Figure 1. Clock routing (run 1).
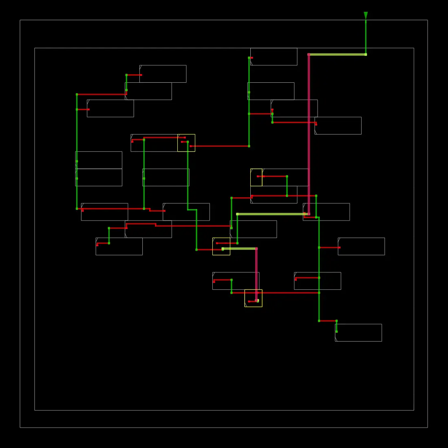
Figure 2. Placement by cell class (run 1).
Drawn at 4 px/um.
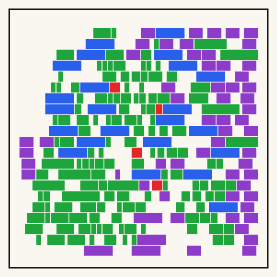
Figure 3. Routed clock nets over the placement (run 1).
Drawn at 8 px/um.
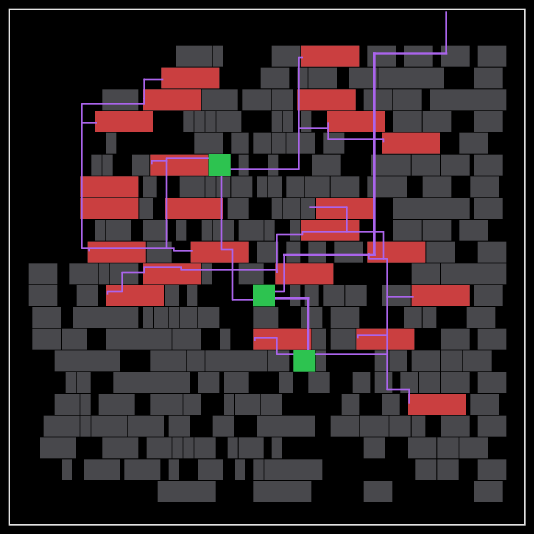
==> config.mk <==
export PLATFORM = sky130hd
export DESIGN_NAME = phy_lane_scheduler
export DESIGN_NICKNAME = d
export VERILOG_FILES = /design/src/rtl/phy_lane_scheduler_pkg.sv /design/src/rtl/phy_lane_scheduler_arb.sv /design/src/rtl/phy_lane_scheduler.sv
export SDC_FILE = /design/constraint.sdc
export NUM_CORES = 1
export LEC_CHECK = 0
export CAP_MARGIN = 20
export CORE_MARGIN = 2
export CORE_UTILIZATION = 45
export DETAILED_ROUTE_END_ITERATION = 16
export PLACE_DENSITY = 0.79
export RECOVER_POWER = 50
export SYNTH_ARGS = -nofsm -noshare
export SYNTH_HDL_FRONTEND = slang
export SYNTH_SLANG_ARGS = --single-unit
==> constraint.sdc <==
create_clock -name clk4f -period 4 [get_ports clk4f]
set_input_delay 0.8 -clock clk4f [delete_from_list [all_inputs] [get_ports clk4f]]
set_output_delay 0.8 -clock clk4f [all_outputs]
set_load 0.05 [all_outputs]
==> ds_physical_params.txt, run 1 <==
Characteristics after synthesis and place and route

Parameter                              Value

STA
  Max-slew headroom at the worst pin .................. 56.0%
  Worst hold margin .................. 0.456 ns
  Final hold violation count .................. 0
  Final worst path period need .................. 3.86 ns
  Fin worst setup slack .................. 0.138 ns
  Max Freq .................. 259 MHz
  Number of max-slew violations in the final report .................. 0
  Cycle use final .................. 96.5%

Detailed routing
  Total via count after detailed routing .................. 1,564
  Detailed-routing iteration count for the pre-antenna-repair pass .................. 4
  Met1 routed wirelength after detailed routing .................. 1940 um
  Met3 wire len .................. 306 um
  Top routing layer in use .................. met4
  Met2 Wirelength .................. 1710 um

Min path
  Cell count of the worst hold path .................. 1
  Worst Hold Class .................. reg2reg

Cells and area
  Biggest cell category by area in the final layout .................. multi-input combinational cells
  Number of filler instances in the final layout .................. 280
  Share of cells above drive strength 1 .................. 10.5%
  Seq. cell area .................. 460 sq um
  Number of flip-flops in the largest register .................. 8
  Utilization after layout .................. 67.1%
  Share of cell area taken by multi-input logic gates .................. 47.7%
  Flop Count .................. 23
  Number of multi-input combinational cells in the layout .................. 135
  Ant diodes .................. 0
  Clock-cell share of area .................. 1.20%
  Most frequent cells in the layout .................. sky130_fd_sc_hd__clkdlybuf4s50_1, sky130_fd_sc_hd__nor2_1, sky130_fd_sc_hd__dfxtp_1
  Count of plain and timing-repair buffers in the layout .................. 60
  Final-stage net count .................. 280
  Layout-stage area growth over the synthesis result .................. 40.4%

Critical path
  Flop2flop setup slack .................. 0.70 ns
  Worst path max stage delay .................. 0.69 ns
  Data required time of the worst path .................. 3.20 ns
  Startpoint type of the worst setup path .................. input pin
  Crit Path Category .................. in2out
  Number of gates on the worst path with buffers counted .................. 8
  CP delay by family, top .................. simple AND/OR/NAND/NOR gates
  Highest-delay cell along the critical path .................. sky130_fd_sc_hd__mux4_1
  Crit. End Element .................. primary output
  Buffers & Inverters on Critical Path .................. 2

Clock tree
  Post CTS Setup Buffer Count .................. 0
  Number of gates resized after cts .................. 0
  Clock tree from TritonCTS .................. done
  Number of clock sinks .................. 23
  H-tree levels .................. 1
  Clock slew seen by the registers of the worst setup and hold paths .................. 0.12 ns
  Master cell of the clock root buffer .................. sky130_fd_sc_hd__clkbuf_4

Power and ir drop
  P_int .................. 0.330 mW
  Switching Fraction .................. 26.7%
  Flop pwr share .................. 52.0%
  Leading power group .................. registers
  Sum of internal, switching and leakage power .................. 0.451 mW
  P_leak .................. 0.853 nW
  Power dissipated by switching net loads .................. 0.120 mW
  Combinational fraction of design power .................. 23.6%

Synthesis
  Area share of fa/ha/maj cells after synthesis .................. 8.42%
  Share of the synthesized netlist area taken by xor and xnor gates .................. 2.68%
  Synthesized cell area .................. 0.00163 sq mm
  Total of flip-flops plus latches after synthesis .................. 23
  Floorplan Nets .................. 224
  Fraction of synthesis flops using an asynchronous set or reset pin .................. 0%
  Proportion of synthesized area in mux cells .................. 15.5%
  Post-synth top cells .................. sky130_fd_sc_hd__nor2_1, sky130_fd_sc_hd__dfxtp_1, sky130_fd_sc_hd__ha_1, sky130_fd_sc_hd__a31oi_1, sky130_fd_sc_hd__inv_1
  Cell accounting for the most synthesized area .................. sky130_fd_sc_hd__dfxtp_1
  YS chip area .................. 0.00163 sq mm
  Main logic family after synthesis .................. AND-OR/OR-AND gates
  Synth warnings .................. 0
  Number of cells in Yosys stat .................. 174
  Leading register cell type out of synthesis .................. sky130_fd_sc_hd__dfxtp_1
  Register area share after synthesis .................. 28.2%
  AND/OR/NAND/NOR Cells, Area Fraction .................. 19.9%

Flow run
  Tally of max-capacitance violations .................. 0
  Number of logged tool warnings .................. 34

Run status
  Result of the run .................. complete, no violations

Floorplanning
  FP Core Util .................. 47.8%
  Core Box Area .................. 0.00342 sq mm
  Die height .................. 64.3 um
  Die Width .................. 64.3 um

Global route
  Global-route wire length before repair .................. 6510 um
  Via count of the first global-routing pass .................. 1,386
  Total congestion overflow .................. 0
  Met1 global-route usage .................. 27.1%
  Largest net degree at the start of global routing .................. 16
  Met3 Resource Use GR .................. 4.75%

Placed design
  Post-detail-place hpwl .................. 3120 um
  Placement-stage cell area .................. 0.00227 sq mm
  Number of placed cells counting well taps .................. 271
  Final Wtd Congestion .................. 0.835
  Setup slack at placement .................. 0.168 ns
Notes on Figure 1 above:
Clock Power: 0.110 mW
# clk buffers: 3
number of buffers created by CTS: 3
Fin Clk Skew: 0.00797 ns

Notes on Figure 2 above:
[green] remaining logic cells | cells: 142 | share of their area: 50%
[blue] registers | cells: 23 | share of their area: 21%
[red] clock drivers and dummy loads | cells: 4 | share of their area: 1.2%
[purple] remaining buffers and delay cells | cells: 60 | share of their area: 28%
cell row count: 21
fraction of area in registers: 20.1%
Final Instance Area: 0.00229 sq mm

Notes on Figure 3 above:
[purple] clock wires | length: 306 um
[green] clock-net drivers | count: 3
[red] flip-flops | count: 23
routed clock nets: 4
clk latency late pin: 0.32 ns
Clk pwr share: 24.5%

Figure 4. I/O nets highlighted (run 1).
Drawn at 8 px/um.
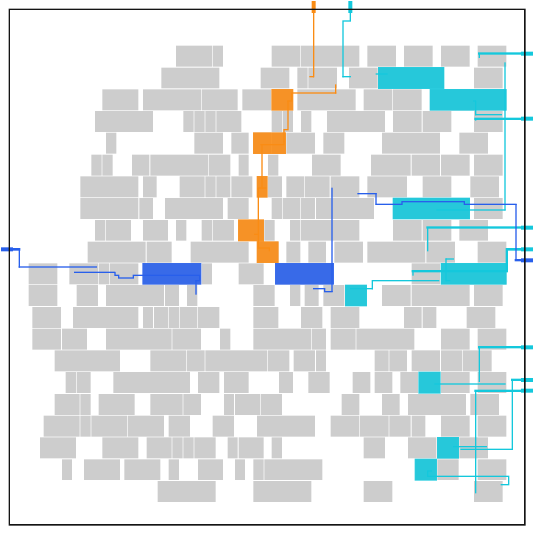

--- run 2 (diff from run 1) ---
Settings changed: SLEW_MARGIN set to 20.
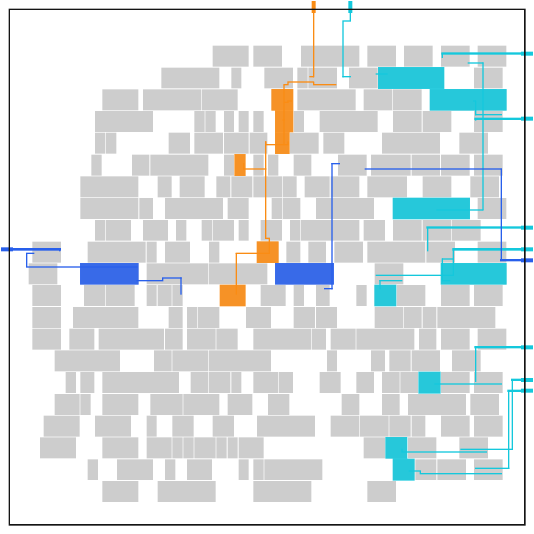
Figure 5: run 2, I/O nets highlighted.
Drawn at 8 px/um.
[orange] `link_en` | direction: input | end cells: 6 | buffers: 1 | wire: 54.9 um
[cyan] `in3` | direction: input | end cells: 8 | buffers: 8 | wire: 176 um
[blue] `out_lane` | direction: output | end cells: 2 | buffers: 2 | wire: 78.7 um
Top Ports: 57
input/output buffers: 56

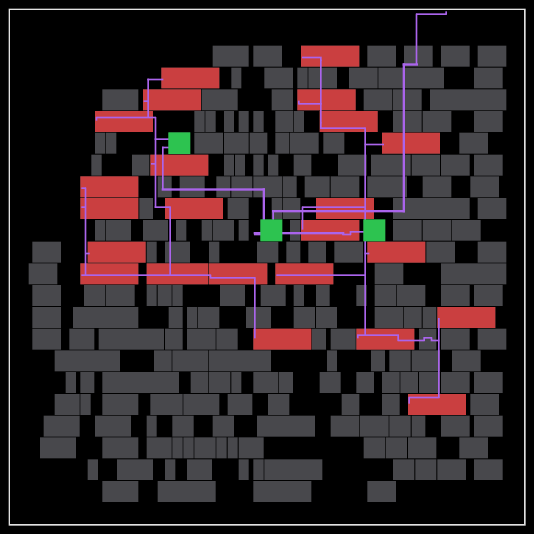
Figure 6: run 2, routed clock nets over the placement.
Drawn at 8 px/um.
[green] clock-net drivers | count: 3
[red] flip-flops | count: 23
[purple] clock wires | length: 271 um
routed clock nets: 4
Clock Power: 0.105 mW
Clk pwr share: 23.5%

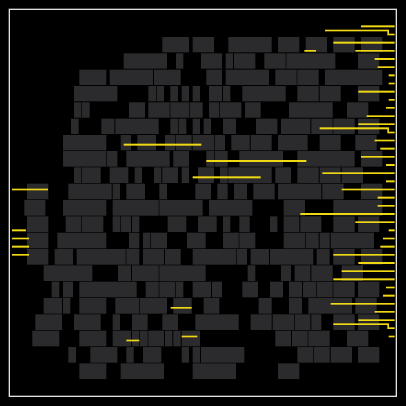
Figure 7: run 2, metal 3.
Drawn at 6 px/um. Cells faint in the background.
share of all routed wire: 6.7%
wire length on this layer: 266 um
final WL: 3970 um
met3 Resource Use GR: 5.28%
total via count after detailed routing: 1,540

==> ds_physical_params.txt, run 2 <==
Characteristics after synthesis and place and route

Parameter                              Value

Floorplanning
  Core Box Area .................. 0.00342 sq mm
  FP Core Util .................. 47.8%
  Cell row count .................. 21
  Die Width .................. 64.3 um

Cells and area
  # clk buffers .................. 4
  Share of cells above drive strength 1 .................. 10.5%
  Fraction of area in registers .................. 20.2%
  Ant diodes .................. 0
  Final-stage net count .................. 279
  Utilization after layout .................. 67.0%
  Count of plain and timing-repair buffers in the layout .................. 59
  Number of filler instances in the final layout .................. 303
  Final Instance Area .................. 0.00229 sq mm
  Number of flip-flops in the largest register .................. 8

Synthesis
  Share of the synthesized netlist area taken by xor and xnor gates .................. 2.68%
  AND/OR/NAND/NOR Cells, Area Fraction .................. 19.9%
  Fraction of synthesis flops using an asynchronous set or reset pin .................. 0%
  Cell accounting for the most synthesized area .................. sky130_fd_sc_hd__dfxtp_1
  YS chip area .................. 0.00163 sq mm
  Floorplan Nets .................. 224
  Leading register cell type out of synthesis .................. sky130_fd_sc_hd__dfxtp_1
  Area share of fa/ha/maj cells after synthesis .................. 8.42%
  Register area share after synthesis .................. 28.2%
  Total of flip-flops plus latches after synthesis .................. 23

Critical path
  Crit. End Element .................. primary output
  CP delay by family, top .................. simple AND/OR/NAND/NOR gates
  Flop2flop setup slack .................. 0.83 ns
  Startpoint type of the worst setup path .................. input pin
  Highest-delay cell along the critical path .................. sky130_fd_sc_hd__mux4_1
  Buffers & Inverters on Critical Path .................. 2

Detailed routing
  Met2 Wirelength .................. 1750 um
  Met1 routed wirelength after detailed routing .................. 1940 um
  Detailed-routing iteration count for the pre-antenna-repair pass .................. 4
  Top routing layer in use .................. met4

Power and ir drop
  Flop pwr share .................. 52.7%
  Power dissipated by switching net loads .................. 0.113 mW
  P_int .................. 0.332 mW
  P_leak .................. 0.849 nW
  Switching Fraction .................. 25.4%

Placed design
  Post-detail-place hpwl .................. 3140 um
  Setup slack at placement .................. 0.162 ns
  Number of placed cells counting well taps .................. 270

Clock tree
  Master cell of the clock root buffer .................. sky130_fd_sc_hd__clkbuf_4
  Number of buffers created by CTS .................. 3

STA
  Worst hold margin .................. 0.455 ns
  Max Freq .................. 260 MHz
  Final worst path period need .................. 3.84 ns
  Fin worst setup slack .................. 0.161 ns
  Cycle use final .................. 96.0%

Run status
  Result of the run .................. complete, no violations

Global route
  Global-route wire length before repair .................. 6510 um
No activity file was given, so power comes from the tool's default toggle rates.
